### Clock wiring as the flow saved it

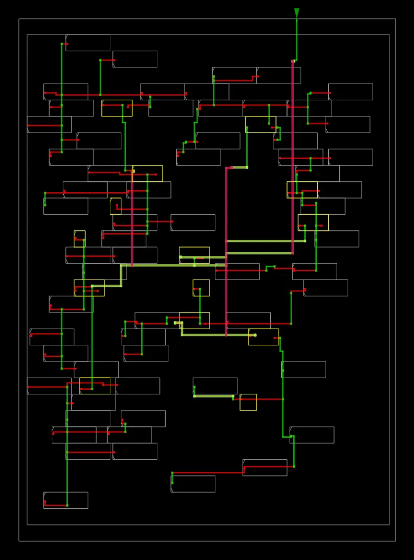
### Cell classes on the final placement

Scale: 3 px per um.
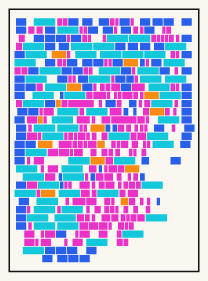
### Wiring by layer

Scale: 3 px per um.
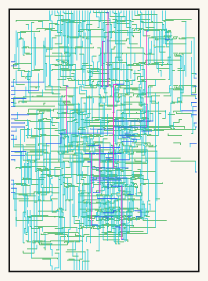
### Pin map

Scale: 4 px per um. Pins as bars across the die edge, other pins in grey.
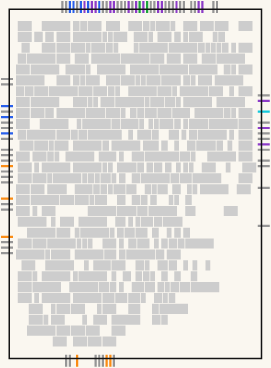
### Placement density heat map

Scale: 4 px per um. The die is cut into 6 by 9 equal tiles; black is low, pale yellow is high, 0 to 100% covered.
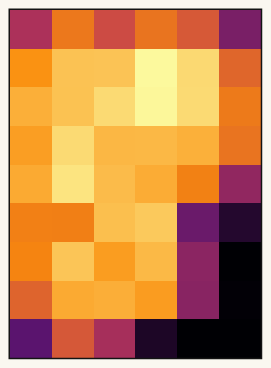
==> config.mk <==
export PLATFORM = sky130hd
export DESIGN_NAME = cpc_bus_master
export DESIGN_NICKNAME = d
export VERILOG_FILES = /design/src/rtl/cpc_bus_master.sv
export SDC_FILE = /design/constraint.sdc
export NUM_CORES = 1
export LEC_CHECK = 0
export CAP_MARGIN = 20
export CORE_ASPECT_RATIO = 1.4
export CORE_UTILIZATION = 49
export CTS_CLUSTER_DIAMETER = 100
export DETAILED_ROUTE_END_ITERATION = 16
export GPL_TIMING_DRIVEN = 0
export HOLD_SLACK_MARGIN = 0.15
export PLACE_DENSITY = 0.93
export SLEW_MARGIN = 20
export SYNTH_ARGS = -nofsm -noshare
export SYNTH_HDL_FRONTEND = slang
export SYNTH_SLANG_ARGS = --single-unit
==> constraint.sdc <==
create_clock -name clk -period 5 [get_ports clk]
set_input_delay 0.5 -clock clk [delete_from_list [all_inputs] [get_ports clk]]
set_output_delay 0.5 -clock clk [all_outputs]
set_load 0.005 [all_outputs]
==> impl_metrics.env <==
# yosys + openroad results
export IMPL_status="completed"
export IMPL_drtPass1Iterations=4
export IMPL_ys_flops=62
export IMPL_io_pins=85
export IMPL_nonClockBufferCount=99
export IMPL_detail_route_vias_per_cell=5.33
export IMPL_use_met3=0.0458
export IMPL_slowest_delay_ns=0.50
export IMPL_startpoint_type="input port"
export IMPL_final_cell_mix="84 x clkdlybuf4s50_1, 62 x dfxtp_1, 50 x nand2_1"
export IMPL_path_class="input port to flop"
export IMPL_drive_gt1_frac=0.0735
export IMPL_hp_class="flop to flop"
export IMPL_hold_viol_final=0
export IMPL_fp_nets=325
export IMPL_lay_top_count="clkdlybuf4s50_1"
export IMPL_fin_worst_skew_ns=0.00320
export IMPL_buffer_area_frac=0.254
export IMPL_synth_stat_cells=283
export IMPL_comb_cell_share=0.331
export IMPL_seqAreaFraction=0.344
export IMPL_yosys_warnings=0
export IMPL_combPwrFrac=0.193
export IMPL_grt_pass1_wl_mm=10.8
export IMPL_ys_sh_aoi=0.133
export IMPL_fill_cells=333
export IMPL_dieArea_sq_mm=0.00545
export IMPL_nets=420
export IMPL_adder_share=0.0198
export IMPL_slew_headroom=0.627
export IMPL_finalWirelength_mm=6.72
export IMPL_grt_max_degree=11
export IMPL_p_sw_frac=0.270
export IMPL_n_tap_cell=64
export IMPL_clockBufferDepth=2
export IMPL_worstPathArrival_ns=2.40
export IMPL_clock_buffers=10
export IMPL_powerDensity_mw_per_mm2=312
export IMPL_top_usage_layer="met2"
export IMPL_fmax_mhz=458
export IMPL_slew_violations=0
export IMPL_num_rows=30
export IMPL_logic_family="simple AND/OR/NAND/NOR gates"
export IMPL_cts_root_buf="clkbuf_8"
export IMPL_rsz0062_at_grt="false"
export IMPL_layout_cells_non_filler=445
export IMPL_layout_min_cycle_time_ns=2.18
export IMPL_syn_to_final_growth_pct=42.9
export IMPL_clock_area_frac=0.0451
export IMPL_cts_hold_buf=0
export IMPL_sequentialPowerShare=0.479
export IMPL_antenna_found_initial=0
export IMPL_vdd_drop_max_v=0.000245
export IMPL_gp_congestion=0.817
export IMPL_synthCells=283
export IMPL_avgSynthCellArea_sq_um=8.93
export IMPL_crit_chain="clkdlybuf4s50_1 -> nor4b_4 -> buf_4 -> nor2_1 -> a21oi_1 -> ha_1 -> or3_1"
export IMPL_netlist_cell_type_count=44
export IMPL_r2r_cells=7
export IMPL_yosys_area_sq_mm=0.00253
export IMPL_clk_pin_slew_ns=0.06
## Picture notes: 'Clock wiring as the flow saved it'
clock sink count: 62
clock network power: 0.370 mW
total CTS buffers: 9
registers: 62
clk_lat worst skew: 0.33 ns

## Picture notes: 'Cell classes on the final placement'
colour	class	cells
orange	clock drivers and dummy loads	14
blue	other buffers and delay cells	99
magenta	all other logic	206
cyan	flip-flops	62
Core Area: 0.00492 sq mm
fin util: 0.734

## Picture notes: 'Wiring by layer'
colour	layer	wire length
magenta	met4	173 um
cyan	met2	3680 um
green	met1	2600 um
blue	met3	272 um
Wirelength per Cell: 15.1 um
Vias: 2373
gr usage total: 0.257

## Picture notes: 'Pin map'
colour	port	pins	direction	edge
orange	`bank_q`	6	output	3 west, 3 south
cyan	`wr_b`	1	output	east
blue	`rsp_data`	8	output	5 north, 3 west
green	`cmd_type`	2	input	north
purple	`cmd_adr`	16	input	13 north, 3 east
all pins by edge	40 north, 23 west, 13 east, 9 south
DIE HEIGHT: 87.0 um
# port buffers: 84
Die X: 62.7 um

## Picture notes: 'Placement density heat map'
tiles over 75% full	50%
fullest tile	99%
nearly empty tiles	7.4%
mean over tiles	65%
emptiest ninth of the die	south-east
fp util: 0.514

==> routing by layer <==
layer | routed length [um] | vias up
li1 | - | 1159
met1 | 2600 | 1097
met2 | 3680 | 99
met3 | 272 | 18
met4 | 172 | 0
met5 | 0 | -
==> metrics by stage <==
stage                     hold WS [ns]  instance area [sq um]  worst slack (ns)   util
after floorplan                  0.453                   2530              3.16      -
after global placement           0.441                   3450              2.49  0.701
after detailed placement         0.449                   3450              2.50  0.701
after CTS                        0.458                   3610              2.84  0.734
after global routing             0.474                   3610              2.68  0.734
final                            0.457                   3610              2.82  0.734
==> worst max-delay path, delay by kind of cell <==
family                   cells  cell delay (ns)
AND-OR/OR-AND                1             0.20
AND/OR/NAND/NOR              3             0.66
buffers and inverters        2             0.73
adder cells (fa/ha/maj)      1             0.30
==> synth_stat cells, drive strengths merged (4+ instances only) <==
cell	number	share of area
a21oi	28	0.055
and2	10	0.025
buf	11	0.024
clkbuf	4	0.0059
dfxtp	62	0.49
ha	4	0.020
inv	4	0.0059
mux2i	17	0.067
nand2	51	0.079
nor2	32	0.048
nor3	4	0.0079
o21ai	9	0.018
o31ai	4	0.012
==> power groups by stage <==
stage                     Combinational [mW]  Sequential [mW]  Clock, mW
after global placement                 0.208            0.548          0
after global routing                   0.237            0.543      0.392
after floorplan                        0.106            0.550          0
after detailed placement               0.214            0.550          0
final                                  0.217            0.539      0.370
after CTS                              0.217            0.539      0.372
==> cell families (layout without fill, tap and decap cells) <==
family                     Yosys count  after routing
AOI/OAI and AO/OA                   56             56
xor gates and xnor gates             3              3
adders and majority gates            4              4
buffers and inverters               19            117
DFF                                 62             62
muxes                               17             17
and+or+nand+nor                    122            122
Power and IR drop assume default switching activity.
